==> run_1/m2.png <==
Drawn at 4 px/um. Cells faint in the background.
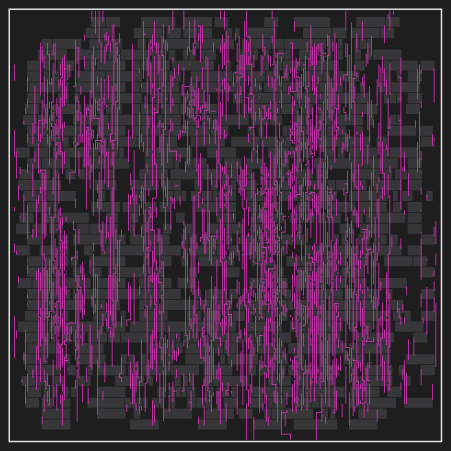
==> run_1/congestion_map.png <==
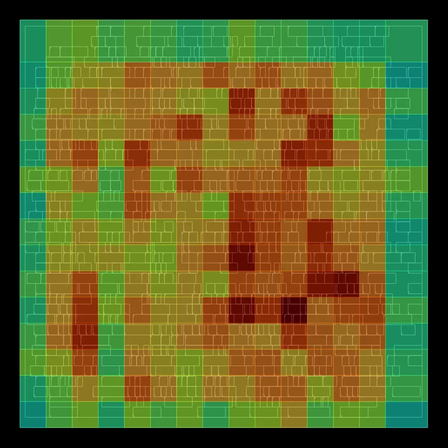
==> run_1/m3.png <==
Drawn at 4 px/um. Cells faint in the background.
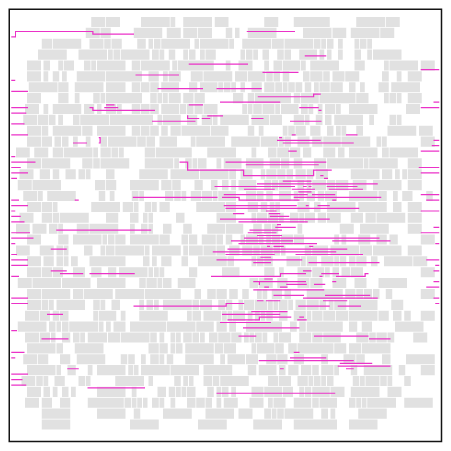
--- config.mk ---
export PLATFORM = sky130hd
export DESIGN_NAME = mul_seq_ctrl
export DESIGN_NICKNAME = d
export VERILOG_FILES = /design/src/rtl/mul_seq_ctrl.sv
export SDC_FILE = /design/constraint.sdc
export NUM_CORES = 1
export LEC_CHECK = 0
export CORE_UTILIZATION = 57
export DETAILED_ROUTE_END_ITERATION = 6
export GPL_ROUTABILITY_DRIVEN = 0
export HOLD_SLACK_MARGIN = 0.12
export PLACE_DENSITY_LB_ADDON = 0.08
export SLEW_MARGIN = 10
export SYNTH_ARGS = -nofsm -noshare
export SYNTH_HDL_FRONTEND = slang
export SYNTH_SLANG_ARGS = --single-unit
--- constraint.sdc ---
create_clock -name Clock -period 3.7 [get_ports Clock]
set_input_delay 0.925 -clock Clock [delete_from_list [all_inputs] [get_ports Clock]]
set_output_delay 0.925 -clock Clock [all_outputs]
set_load 0.01 [all_outputs]
--- src/rtl/mul_seq_ctrl.sv ---
// Radix-2 shift-add sequencer for SMUL: one multiplier bit per clock, with a
// stall request to the core while running and a registered 2*WIDTH-bit product.
module mul_seq_ctrl #(
  parameter int WIDTH      = 16,
  parameter int EARLY_EXIT = 1
) (
  input  logic             Clock,
  input  logic             Reset,
  input  logic             iStart,
  input  logic [WIDTH-1:0] iA,
  input  logic [WIDTH-1:0] iB,
  output logic             oStall,
  output logic             oBusy,
  output logic             oDone,
  output logic [WIDTH-1:0] oResultLo,
  output logic [WIDTH-1:0] oResultHi
);

  localparam int CW = (WIDTH > 1) ? $clog2(WIDTH) : 1;

  typedef enum logic [1:0] {
    IDLE,
    RUN,
    DONE
  } state_t;

  state_t             state, state_next;
  logic [2*WIDTH-1:0] mcand, acc, acc_next;
  logic [WIDTH-1:0]   mplier, mplier_shift;
  logic [CW-1:0]      count;
  logic               accept, last;

  // NOTE: sequential state uses non-blocking assignments so every flop samples
  // the pre-edge values of its neighbours, independent of block ordering.
  always_ff @(posedge Clock) begin
    if (Reset) state <= IDLE;
    else       state <= state_next;
  end

  // NOTE: every signal driven here gets a default first so no path through the
  // case statement leaves one unassigned and infers a latch.
  always_comb begin
    state_next   = state;
    accept       = 1'b0;
    acc_next     = acc + (mplier[0] ? mcand : '0);
    mplier_shift = mplier >> 1;
    last         = (count == CW'(WIDTH - 1)) ||
                   ((EARLY_EXIT != 0) && (mplier_shift == '0));
    unique case (state)
      IDLE, DONE: begin
        if (iStart) begin
          accept     = 1'b1;
          state_next = RUN;
        end else begin
          state_next = IDLE;
        end
      end
      RUN:     if (last) state_next = DONE;
      default: state_next = IDLE;
    endcase
  end

  // Start acceptance ignores iStart in RUN, so the in-flight operands are
  // untouched by anything the core does while stalled.
  always_ff @(posedge Clock) begin
    if (Reset) begin
      mcand     <= '0;
      mplier    <= '0;
      acc       <= '0;
      count     <= '0;
      oResultLo <= '0;
      oResultHi <= '0;
    end else if (accept) begin
      mcand  <= {{WIDTH{1'b0}}, iA};
      mplier <= iB;
      acc    <= '0;
      count  <= '0;
    end else if (state == RUN) begin
      acc    <= acc_next;
      mcand  <= mcand << 1;
      mplier <= mplier_shift;
      count  <= count + CW'(1);
      if (last) {oResultHi, oResultLo} <= acc_next;
    end
  end

  // Stall asserts in the issue cycle and drops in DONE so write-back proceeds.
  assign oBusy  = (state == RUN);
  assign oDone  = (state == DONE);
  assign oStall = (state == RUN) || (iStart && (state != RUN));

endmodule
==> CHANGELOG.md <==
### Metrics

* Time the final worst path needs with I/O delays and setup at 3.22 ns
* Maximum net fanout on the critical path at 14
* Most frequently used flop master after synthesis: dfxtp_1
* R2R depth at 10
* Nets@finish at 911
* Met2 track demand over resource at 0.473
* Pins Over Slew Limit at 0
* Setup WS pre-CTS at roughly 0.55 ns
* Via count of the first global-routing pass at 5659
* Area figure in the yosys stat output at 0.00637 sq mm
* Area overhead of the layout relative to synthesis at 20.1%
* Count of hold buffers inserted by post-cts repair at 0
* Root buffer selected by CTS: clkbuf_8
* Final number of hold-violating endpoints at 0
* Worst setup path start: mplier[0]
* Clk sinks at 118
* Detailed Place HPWL at 12200 um
* Worst max-slew margin expressed relative to the limit at 0.209
* Startpoint types: register
* Width of the die at 108 um
* Outcome: complete, no violations
* Cell count after synthesis at 798
* Warnings from Yosys at 0
* Cell count listed in synth_stat.txt at around 800
* WS Path Type: register to register
* Number of cells upsized or downsized after cts at 0
* Total length of routed met2 wires at around 7600 um
* Core Rows at 38
* Number of buffers inserted by post-CTS setup repair at 0
* Tool warning count at 26
* Top layer reached by signal wires: met4
* Cell family with the largest share of critical-path delay: AND-OR/OR-AND gates
* Met3 wirelength from detailed routing at 1420 um
* Global routing usage on met3 at 0.0672
* Clock tree from TritonCTS: done
* Mean routed wirelength per cell at around 17 um
* Latency at later pin at 0.54 ns
* Synth cell types at 62
* Worst setup EP type: register
* Flip-flop and latch count after synthesis at 118
* Total instance count after detailed placement at between 900 and 1000
* I/O pin total at about 70
* CTS H-tree lvls at 4
* Number of setup violations in the final report at 0
* R2R Path Start: mplier[0]
* Core Area at 0.0108 sq mm
* FP Util at 0.588
* Clock-pin slew on the worst setup and hold paths at ~0.060 ns
* Quantity of I/O buffers inserted on ports at 69
* Net count after synthesis at 866
* Fin cells at 996
* Wire length after detailed routing at 17000 um
* Count of buffering cells on the critical path with inverters included at 0
* Setup repair after global routing missed its margin: no
* Number of antenna violations at the first check in global routing at 0
* Met1 wire length at 7570 um
* Worst clock skew on the final layout at 0.0105 ns
* Maximum number of pins on one net before global-route repair at 38
* Overall via count from detail_route at ~6100
* Leakage power total at 3.03 nW
* Vias per inst at 6.12
* Worst VDD drop at 0.249 mV
* Period Utilization, post-route at 0.870
* Number of buffers inserted during clock tree synthesis at 17
* Slowest library cell on the worst path: o21ai_0
* Power per unit of standard cell area at 426 mW/mm^2
* Overall overflow remaining after global route at 0
* Max Cap Viol at 0
* Origin of the worst min-delay path: oResultLo[0]
* Global Route Usage Sum at 0.305
* Final sum of negative setup slack at 0 ns
* Slew at the pin closest to its max-slew limit at 1.18 ns
* Violation tally from detailed-route iteration zero at around 440
* Ratio of cells with drive above 1 in the final layout at 0.0701
* Maximum clock insertion buffer count at 2
* Global-route track usage on met1 at 0.411
* Seq share, synth at 0.371
* Wire length of the first global-routing pass at 27300 um
* Critical path depth at 10
* Vertical die dimension at 108 um
Notes on m2.png above:
main direction: vertical
longest straight run: 41.6 um
nets with wire on the layer: 752
share of all routed wire: 45%

Notes on congestion_map.png above:
layer carrying the most global-route usage: met2
share of the core filled with cells in the final layout: 0.706

Notes on m3.png above:
wire length on this layer: 1420 um
nets with wire on the layer: 134
share of all routed wire: 8.3%
longest straight run: 33.6 um
main direction: horizontal

-- run 1: worst register-to-register path: cells and delay by family, from the launching register on --
family / cells / cell delay, ns
AOI/OAI and AO/OA: 6 / 1.64
adders and majority gates: 2 / 0.62
muxes: 1 / 0.26
and+or+nand+nor: 1 / 0.18
DFF: 1 / 0.39
-- run 1: cells by family (layout without fill, tap and decap cells) --
logic type | after synthesis | count (layout) | synth area share
xor gates and xnor gates | 29 | 29 | 0.0399
and+or+nand+nor | 296 | 296 | 0.217
DFF | 118 | 118 | 0.371
adders and majority gates | 33 | 33 | 0.0660
muxes | 4 | 4 | 0.00629
AOI/OAI and AO/OA | 252 | 252 | 0.252
buffers and inverters | 66 | 124 | 0.0477
-- run 1: metrics by stage --
stage	instance area [sq um]	power [mW]
after floorplan	6370	1.53
after global placement	7060	1.63
after detailed placement	7060	1.64
after CTS	7650	3.26
after global routing	7650	3.35
final	7650	3.26
-- run 1: flip-flops by register name (all words and copies together) (netlist names) --
signal	cells
acc	32
count	4
mcand	32
mplier	16
oResultHi	16
oResultLo	16
state	2
-- run 1: final cells by class --
class	count	area, sq um	area share
clock inverters	13	146	0.0191
flip-flops and latches	118	2360	0.309
repair buffers	81	776	0.101
multi-input cells	614	3710	0.485
inverters	11	41.3	0.00540
well taps	140	175	0.0229
clock buffers	19	442	0.0577
-- run 1: worst min path at each step --
| stage | endpoint | slack [ns] | depth (start not counted) |
|---|---|---|---|
| after global placement | oResultHi[9] | 0.44 | 2 |
| after floorplan | acc[10] | 0.43 | 2 |
| final | oResultLo[0] | 0.45 | 2 |
| after detailed placement | oResultHi[13] | 0.45 | 2 |
| after CTS | oResultLo[0] | 0.46 | 2 |
| after global routing | oResultLo[0] | 0.48 | 2 |
-- run 1: Yosys cell counts (9+ instances only) --
cell,n,share of area
a21o_1,19,0.022
a21oi_1,105,0.082
a22oi_1,33,0.039
and2_1,32,0.031
clkbuf_1,46,0.027
dfxtp_1,118,0.37
ha_1,32,0.063
inv_1,11,0.0065
nand2_1,148,0.087
nand3_1,17,0.013
nand4_1,11,0.011
nor2_1,37,0.022
nor3_1,9,0.0071
o21ai_0,29,0.023
xnor2_1,17,0.023
xor2_1,12,0.016
-- run 1: placed cells by master, fill, tap and decap left out, types with 9 or more instances in the layout --
cell | netlist | routed
clkbuf_16 | 0 | 16
nand2_1 | 148 | 148
inv_1 | 11 | 10
nand3_1 | 17 | 17
xnor2_1 | 17 | 17
nor3_1 | 9 | 9
a21oi_1 | 105 | 105
o21ai_0 | 29 | 29
nand4_1 | 11 | 11
a21o_1 | 19 | 19
buf_4 | 0 | 12
dfxtp_1 | 118 | 118
xor2_1 | 12 | 12
nor2_1 | 37 | 36
a22oi_1 | 33 | 33
clkdlybuf4s50_1 | 0 | 68
ha_1 | 32 | 32
and2_1 | 32 | 32
-- run 1: where the power goes --
group	internal [mW]	switching, mW	total (mW)
logic	0.103	0.181	0.283
clock network	1.00	0.638	1.64
registers	1.31	0.0303	1.34
Power and IR drop assume default switching activity.
